[src/rtl/parking_gate_arbiter.sv]
// Single-lane parking gate: arbitrates entry/exit requests for one shared barrier,
// follows each vehicle through the a/b sensor sequence and keeps the occupancy count.
module parking_gate_arbiter #(
    parameter int CAPACITY     = 7,
    parameter int CNT_W        = 3,
    parameter int OPEN_TIMEOUT = 16
) (
    input  logic             clk,
    input  logic             reset,
    input  logic             a,
    input  logic             b,
    input  logic             req_in,
    input  logic             req_out,
    output logic             gnt_in,
    output logic             gnt_out,
    output logic             barrier,
    output logic [CNT_W-1:0] count,
    output logic             full,
    output logic             empty,
    output logic             timeout
);

    localparam int               TMR_W   = (OPEN_TIMEOUT > 2) ? $clog2(OPEN_TIMEOUT) : 1;
    localparam logic [CNT_W-1:0] CAP     = CNT_W'(CAPACITY);
    localparam logic [TMR_W-1:0] TMR_MAX = TMR_W'(OPEN_TIMEOUT - 1);
    localparam logic             DIR_IN  = 1'b0;
    localparam logic             DIR_OUT = 1'b1;

    typedef enum logic [3:0] {
        IDLE, IN_WAIT, IN_A, IN_AB, IN_B, OUT_WAIT, OUT_B, OUT_AB, OUT_A
    } state_t;

    state_t           state, track_nxt;
    logic [TMR_W-1:0] timer;
    logic             last_dir;
    logic [1:0]       ab;
    logic             ok_in, ok_out, pick_in, pick_out;

    function automatic logic [CNT_W-1:0] sat_inc(input logic [CNT_W-1:0] v);
        return (v >= CAP) ? CAP : v + 1'b1;
    endfunction

    function automatic logic [CNT_W-1:0] sat_dec(input logic [CNT_W-1:0] v);
        return (v == '0) ? '0 : v - 1'b1;
    endfunction

    assign full  = (count == CAP);
    assign empty = (count == '0);
    assign ab    = {a, b};

    // Round-robin: on contention the direction not served last wins
    assign ok_in    = req_in & ~full;
    assign ok_out   = req_out & ~empty;
    assign pick_in  = ok_in & (~ok_out | (last_dir == DIR_OUT));
    assign pick_out = ok_out & ~pick_in;

    // Sensor tracking: forward progress, one-step reversal, otherwise hold
    always_comb begin
        track_nxt = state;
        case (state)
            IN_WAIT:  if (ab == 2'b10) track_nxt = IN_A;
            IN_A:     if (ab == 2'b11) track_nxt = IN_AB;
                      else if (ab == 2'b00) track_nxt = IN_WAIT;
            IN_AB:    if (ab == 2'b01) track_nxt = IN_B;
                      else if (ab == 2'b10) track_nxt = IN_A;
            IN_B:     if (ab == 2'b00) track_nxt = IDLE;
                      else if (ab == 2'b11) track_nxt = IN_AB;
            OUT_WAIT: if (ab == 2'b01) track_nxt = OUT_B;
            OUT_B:    if (ab == 2'b11) track_nxt = OUT_AB;
                      else if (ab == 2'b00) track_nxt = OUT_WAIT;
            OUT_AB:   if (ab == 2'b10) track_nxt = OUT_A;
                      else if (ab == 2'b01) track_nxt = OUT_B;
            OUT_A:    if (ab == 2'b00) track_nxt = IDLE;
                      else if (ab == 2'b11) track_nxt = OUT_AB;
            default:  track_nxt = state;
        endcase
    end

    always_ff @(posedge clk or posedge reset) begin
        if (reset) begin
            state    <= IDLE;
            count    <= '0;
            barrier  <= 1'b0;
            gnt_in   <= 1'b0;
            gnt_out  <= 1'b0;
            timeout  <= 1'b0;
            timer    <= '0;
            last_dir <= DIR_IN;
        end else begin
            gnt_in  <= 1'b0;
            gnt_out <= 1'b0;
            timeout <= 1'b0;
            if (state == IDLE) begin
                timer <= '0;
                if (pick_in) begin
                    state    <= IN_WAIT;
                    gnt_in   <= 1'b1;
                    barrier  <= 1'b1;
                    last_dir <= DIR_IN;
                end else if (pick_out) begin
                    state    <= OUT_WAIT;
                    gnt_out  <= 1'b1;
                    barrier  <= 1'b1;
                    last_dir <= DIR_OUT;
                end else begin
                    barrier  <= 1'b0;
                end
            end else if (track_nxt != state) begin
                // Any sensor progress, including completion, takes priority over the timer
                state   <= track_nxt;
                timer   <= '0;
                barrier <= (track_nxt != IDLE);
                if (state == IN_B && track_nxt == IDLE)
                    count <= sat_inc(count);
                else if (state == OUT_A && track_nxt == IDLE)
                    count <= sat_dec(count);
            end else if (timer == TMR_MAX) begin
                state   <= IDLE;
                timer   <= '0;
                barrier <= 1'b0;
                timeout <= 1'b1;
            end else begin
                timer <= timer + 1'b1;
            end
        end
    end

endmodule

[config.mk]
export PLATFORM = sky130hd
export DESIGN_NAME = parking_gate_arbiter
export DESIGN_NICKNAME = d
export VERILOG_FILES = /design/src/rtl/parking_gate_arbiter.sv
export SDC_FILE = /design/constraint.sdc
export NUM_CORES = 1
export LEC_CHECK = 0
export CAP_MARGIN = 10
export CORE_MARGIN = 5
export CORE_UTILIZATION = 43
export DETAILED_ROUTE_END_ITERATION = 7
export GPL_TIMING_DRIVEN = 0
export HOLD_SLACK_MARGIN = 0.15
export MAX_ROUTING_LAYER = met4
export PLACE_DENSITY = 0.68
export RECOVER_POWER = 50
export SLEW_MARGIN = 20
export SYNTH_ARGS = -nofsm -noshare
export SYNTH_HDL_FRONTEND = slang
export SYNTH_SLANG_ARGS = --single-unit
[constraint.sdc]
create_clock -name clk -period 2.96 [get_ports clk]
set_input_delay 0.74 -clock clk [delete_from_list [all_inputs] [get_ports clk]]
set_output_delay 0.74 -clock clk [all_outputs]
set_load 0.01 [all_outputs]
Fig. 1: run 1, clock network drawn from the DEF
Scale: 10 px per um.
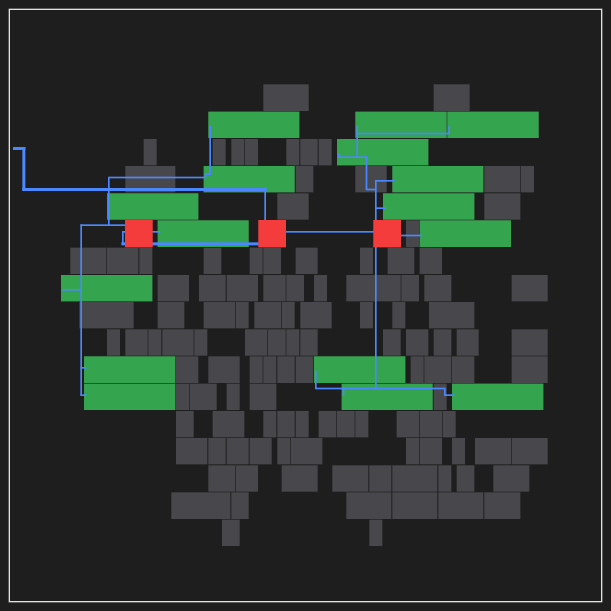
- flip-flops: green (count 16)
- clock drivers: red (count 3)
- clock wires: blue (length 173 um)
- routed clock nets: 4
Clk. pwr: 0.138 mW
Late-Pin Clk Latency: 0.28 ns
clk_skew: 0.00779 ns
Clk pwr share: 11.7%

Fig. 2: run 1, metal 2
Scale: 6 px per um.
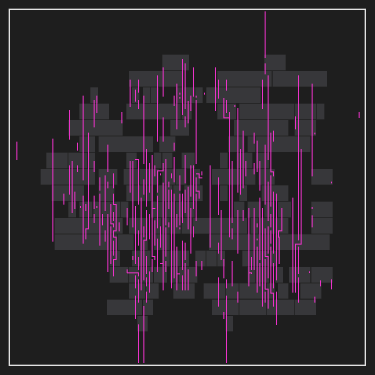
- share of all routed wire: 50%
- nets with wire on the layer: 130
- longest straight run: 27.4 um
- wire length on this layer: 1,070 um
- main direction: vertical

==> Changelog: implementation, run 1 <==
## Implementation

* Sw Pwr at 0.499 mW
* End point of the critical path: empty
* Register area at 400 um^2
* I/O pins at 15
* Comb gate area at 572 um^2
* Rel. slew slack at 60.8%
* Minimum clock period at 2.55 ns
* Max-slew violations at 0
* Largest net degree at the start of global routing at 17
* Clock transition at path regs at 0.09 ns
* Critical path capture point type: output pin
* Depth of the CTS H-tree at 1
* CP Class: flop to output pin
* Post-synth seq share at 38.6%
* MaxCap Viol Count at 0
* R2r setup slk at 0.73 ns
* Vias in the first global route at 847
* Met3 Resource Use GR at 4.79%
* Chip area at 3490 um^2
* Post-Syn Area at 1040 um^2
* Layout area overhead at 18.5%
* Most frequent logic cell in the layout: dfrtp_1
* WP depth at 4
* Yosys chip area at 1040 um^2
* Measured slew at the worst slew-check pin at 0.588 ns
* Vias/cell at 5.73
* TNS Setup at 0 ns
* Int Power at 0.685 mW
* TritonCTS Buffers at 3
* Met1 GRT Util at 17.2%
* CP delay by family, top: buffers and inverters
* Worst setup SP type: flop
* DPL Wire Length at 1.67 mm
* Flops at 16
* DRT Wirelength at 2.15 mm
* Core Util, Final at 54.4%
* Top cells excl fill/tap: 16 x dfrtp_1, 13 x nor2_1, 11 x clkdlybuf4s50_1, 9 x nand2_1, 9 x inv_1
* Cycle use final at 86.0%
* First-pass DRT Iterations at 4
* Syn nets at 130
* Yosys simple share at 22.6%
* Non-clk bufs at 19
* Most used DFF post-synth: dfrtp_1
* Final setup violation count at 0
* Hold path endpoint: timer[0]
* Leak at 0.534 nW
* CP peak stage delay at 0.55 ns
* CP Cell Sequence: inv_1 -> ha_1 -> ha_1 -> clkdlybuf4s50_1
* Comb gates at 86
* Min-Delay Path Class: flop to flop
* Grt peak-use layer: met2
* Post-synth regs at 16
* Unrepaired setup endpoints after global routing: false
* PostCTS Resize Cnt at 0
* Synth warnings at 0
* CTS sink cnt at 16
* Comb power frac at 56.8%
* R2R cell count at 8
* FFs w/ async S/R, synth at 100%
* # rows at 17
* Leading cell category by total area: logic gates
* Worst r2r src: count[0]
* Seq. pwr at 0.374 mW
* GRT Total Usage at 14.0%
* Power Combinational at 0.673 mW
* Fillers at 221
* FMAX at 393 MHz
* Most used cell along the critical path: ha_1
* Mapped Avg Cell Area at 8.78 um^2
* Sequential share of cell area at 32.6%
* Iter 0 DRT Violations at 18
* Min-delay src: timer[0]
* Routed wl met2 at 1.07 mm
* Top-area cell share at 38.6%
* Nets@finish at 147
* Most common library cells after synthesis: 16 x dfrtp_1, 13 x nor2_1, 9 x inv_1, 9 x nand2_1
* Complex Gates by Area at 19.8%
* Largest regs: state x4, timer x4, count x3
* Mapped Cells at 118
* Inverters at 9
* CTS Buffer Depth at 2
* Die width at 59.1 um
* Met3 routed WL at 163 um
* Critical Path Fanout Max at 6
* Synth top area cells: dfrtp_1 39%, ha_1 7.2%, nor2_1 4.7%
* Adder Area Share at 7.25%
* R2R Path End: state[0]
* Mux area share at 1.45%
* Die Ht at 59.1 um
* CLK BUF at 4
* Main logic family after synthesis: simple AND/OR/NAND/NOR gates
* CTS tree: yes
* Peak supply drop at 0.564 mV
* Count of tool warnings at 29
* Antenna diodes at 0
* Pwr top: combinational logic
* XOR/XNOR Area Share at 4.11%
* Initial Util at 45.9%
* WP buf/inv at 2
* Final clock-cell share at 2.96%
* Cts hold-fix bufs at 0
* DRC viols at 0
* Critical Path AT at 1.81 ns
* Worst path slowest cell: clkdlybuf4s50_1
* Launch point of the worst path: count[0]
* Post CTS Setup Buffer Count at 0
* GR Util met2 at 22.2%
* Signal buffers share of area at 12.2%
* Cell variety after synth at 40
* Synth top cell by count: dfrtp_1
* Multi-input combinational area share at 46.6%
* Via count at 928
* Routed wire per std cell at 13.3 um
* Worst Path Required at 2.22 ns
* Tap Cells at 28
* Initial antenna violation count at 0
* Sw Ratio at 42.1%
* Count of library flops with an enable pin at 0
* Final Hold Viols at 0
* Synth area leader: dfrtp_1
* Core Region at 2250 um^2
* Ys cells at 118
* Root Buffer: clkbuf_4
* Routed Antenna Nets at 0
* Seq pwr share at 31.5%
* Outcome: finished, final reports clean
* # port buffers at 12
* Layout cells sized above 1 at 9.70%
Fig. 3: run 1, ports around the boundary
Scale: 4 px per um. Pins as bars across the die edge, other pins in grey.
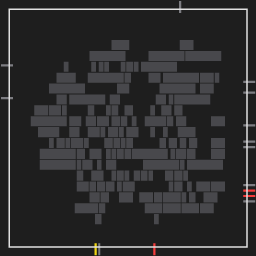
- `a`: yellow (pins 1; direction input; edge bottom)
- `count`: red (pins 3; direction output; edge 2 right, 1 bottom)

run 1: through the flow:
| step | cell area [um^2] | setup slack [ns] | hold WS [ns] | instances | power (mW) |
|---|---|---|---|---|---|
| 4_1_cts | 1230 | 0.402 | 0.497 | 162 | 1.19 |
| 2_1_floorplan | 1040 | 0.853 | 0.433 | 118 | 0.846 |
| 3_3_place_gp | 1190 | 0.585 | 0.452 | 158 | 1.02 |
| 5_1_grt | 1230 | 0.312 | 0.523 | 162 | 1.29 |
| 3_5_place_dp | 1190 | 0.602 | 0.485 | 158 | 1.05 |
| 6_report | 1230 | 0.414 | 0.486 | 162 | 1.18 |
--- run 2 (diff from run 1) ---
- CORE_ASPECT_RATIO: not set -> 0.8
- SLEW_MARGIN: 20 -> not set
- TNS_END_PERCENT: not set -> 10
Fig. 4: run 2, ports around the boundary
Scale: 4 px per um. Pins as bars across the die edge, other pins in grey.
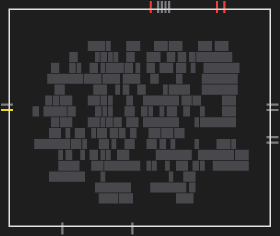
- `a`: yellow (pins 1; direction input; edge left)
- `count`: red (pins 3; direction output; edge top)
die width: 64.9 um
Die Ht: 53.9 um
# port buffers: 12

Fig. 5: run 2, clock routing
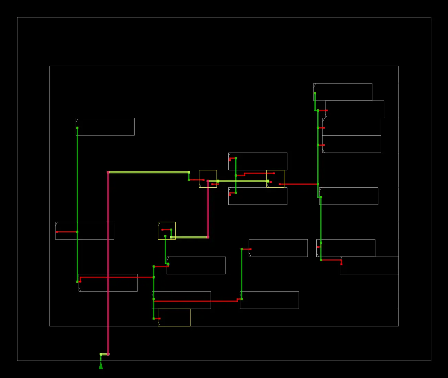
CLK BUF: 4
clk_skew: 0.00486 ns
Late-Pin Clk Latency: 0.29 ns
TritonCTS Buffers: 3
Flops: 16

==> Changelog: implementation, run 2 <==
## Implementation

* Outcome: finished, final reports clean
* Non-clk bufs at 19 (unchanged)
* Leak at 0.534 nW (unchanged)
* Nets@finish at 147 (unchanged)
* Cycle use final at 84.7% (-1.4 points)
* Sw Pwr at 0.504 mW (+0.91%)
* Post-route insts no fill at 159 (-1.9%)
* Routed wire per std cell at 13.8 um (+4.2%)
* Placed instance area at 1190 um^2 (-0.31%)
* R2r setup slk at 0.76 ns (+0.03 ns)
* CP Class: flop to output pin
* DPL Wire Length at 1.68 mm (+0.86%)
* Final Cell Area at 1220 um^2 (-0.31%)
* Mapped Avg Cell Area at 8.78 um^2 (unchanged)
* Synth area leader: dfrtp_1
* Main logic family after synthesis: simple AND/OR/NAND/NOR gates
* Min-Delay Path Class: flop to flop
* Synth top cell by count: dfrtp_1
* FMAX at 399 MHz (+1.6%)
* Count of library flops with an enable pin at 0 (unchanged)
* Peak supply drop at 0.562 mV (-0.33%)
* # rows at 15 (-2)
* Mux area share at 1.45% (unchanged)
* Vias/cell at 5.74 (+0.13%)
* R2R cell count at 8 (unchanged)
* Global-route wire length before repair at 3.84 mm
* Final Hold Viols at 0 (unchanged)
* Largest regs: state x4, timer x4, count x3
* Most frequent logic cell in the layout: dfrtp_1
* Int Power at 0.684 mW (-0.11%)
* Cts hold-fix bufs at 0 (unchanged)
* R2R Path End: state[0]
* Cell variety after synth at 40 (unchanged)
* Comb power frac at 56.2% (-0.6 points)
* PostCTS Resize Cnt at 0 (unchanged)
* Power Combinational at 0.668 mW (-0.7%)
* Initial antenna violation count at 0 (unchanged)
* Yosys chip area at 1040 um^2 (unchanged)
* Post-Syn Area at 1040 um^2 (unchanged)
* Count of tool warnings at 29 (unchanged)
* Post-synth seq share at 38.6% (unchanged)
* Vias in the first global route at 893 (+5.4%)
* Worst hold slack at 0.515 ns (+0.0283 ns)
* Fillers at 227 (+2.7%)
* Comb gate area at 572 um^2 (unchanged)
* Ys cells at 118 (unchanged)
* Post-synth regs at 16 (unchanged)
* Rel. slew slack at 60.2% (-0.57 points)
* Final Total Pwr at 1.19 mW (+0.32%)
* I/O pins at 15 (unchanged)
* Largest net degree at the start of global routing at 17 (unchanged)
* Root Buffer: clkbuf_4
* Core Region at 2230 um^2 (-0.94%)
* Layout cells sized above 1 at 9.70% (unchanged)
* Multi-input combinational area share at 46.7% (+0.14 points)
* Tap Cells at 25 (-11%)
* Sequential share of cell area at 32.7% (+0.10 points)
* Critical Path AT at 1.77 ns (-0.04 ns)
* Seq pwr share at 31.6% (about the same)
* Worst r2r src: count[0]
* Clk. pwr at 0.144 mW (+4%)
* Critical Path Fanout Max at 6 (unchanged)
* Unrepaired setup endpoints after global routing: false
* Most common library cells after synthesis: 16 x dfrtp_1, 13 x nor2_1, 9 x inv_1, 9 x nand2_1
* Mapped Cells at 118 (unchanged)
* Min-Delay Path Depth at 1
* Minimum clock period at 2.51 ns (-0.0402 ns)
* Worst slack, placed at 0.580 ns (-0.0219 ns)
* Register area at 400 um^2 (unchanged)
* GRT Total Usage at 14.9% (+0.91 points)
* Sw Ratio at 42.4% (+0.25 points)
* CTS sink cnt at 16 (unchanged)
* Pwr top: combinational logic
* Most used DFF post-synth: dfrtp_1
* Final worst slack at 0.454 ns (+0.0402 ns)
* Synth warnings at 0 (unchanged)
* XOR/XNOR Area Share at 4.11% (unchanged)
* Complex Gates by Area at 19.8% (unchanged)
* DRT Wirelength at 2.20 mm (+2.3%)
* Chip area at 3500 um^2 (+0.17%)
* Depth of the CTS H-tree at 1 (unchanged)
* Final clock-cell share at 2.97% (+0.0091 points)
* TNS Setup at 0 ns (unchanged)
* Layout area overhead at 18.1%
* Final setup violation count at 0 (unchanged)
* MaxCap Viol Count at 0 (unchanged)
* Iter 0 DRT Violations at 18 (unchanged)
* Leading cell category by total area: logic gates
* Seq. pwr at 0.376 mW (about the same)
* Max-slew violations at 0 (unchanged)
* Inverters at 9 (unchanged)
* Worst setup SP type: flop
* First-pass DRT Iterations at 4 (unchanged)
* Top-area cell share at 38.6% (unchanged)
* Clk pwr share at 12.2% (+0.5 points)
* Clock transition at path regs at 0.09 ns (about the same)
* Power Dens Cells at 971 nW/um^2
* FFs w/ async S/R, synth at 100% (unchanged)
* End point of the critical path: empty
* Initial Util at 46.4% (+0.44 points)
* Post CTS Setup Buffer Count at 0 (unchanged)
* Synth top area cells: dfrtp_1 39%, ha_1 7.2%, nor2_1 4.7%
* Launch point of the worst path: count[0]
* Antenna diodes at 0 (unchanged)
* Min-delay src: timer[0]
* Adder Area Share at 7.25% (unchanged)
* Signal buffers share of area at 12.3% (+0.038 points)
* Core Util, Final at 54.8% (+0.35 points)
* Placed Cells incl. Taps at 155 (-1.9%)
* Yosys simple share at 22.6% (unchanged)
* Comb gates at 86 (unchanged)
* Global route overflow at 0
* Via count at 912 (-1.7%)
* CTS Buffer Depth at 2 (unchanged)
* Routed Antenna Nets at 0 (unchanged)
* Placer Congestion at 0.864
* Top cells excl fill/tap: 16 x dfrtp_1, 13 x nor2_1, 11 x clkdlybuf4s50_1, 9 x nand2_1, 9 x inv_1
* Measured slew at the worst slew-check pin at 0.596 ns (+0.00849 ns)
* Hold path endpoint: timer[0]
* Syn nets at 130 (unchanged)
* Critical path capture point type: output pin
* CTS tree: yes
* DRC viols at 0 (unchanged)
* Worst Path Required at 2.22 ns (about the same)
[run 2: cell families after synthesis]
logic type               after synthesis
AND/OR/NAND/NOR                       45
adder cells (fa/ha/maj)                6
buffers and inverters                 16
multiplexers                           1
XOR/XNOR                               4
flip-flops                            16
AND-OR/OR-AND                         30
[run 2: routing by layer]
layer  global-route usage (%)  routed length (um)  part of all wire [%]
met5                        -                   0                     0
met4                     6.32                  37                   1.7
met3                     3.34                  83                   3.8
met2                     22.9                 995                    45
met1                     19.1                1080                    49
[run 2: critical path, cell delays in order, from the launching register on]
cell,delay [ns]
dfrtp_1,0.45
inv_1,0.08
ha_1,0.20
ha_1,0.20
clkdlybuf4s50_1,0.55
No activity file was given, so power comes from the tool's default toggle rates.
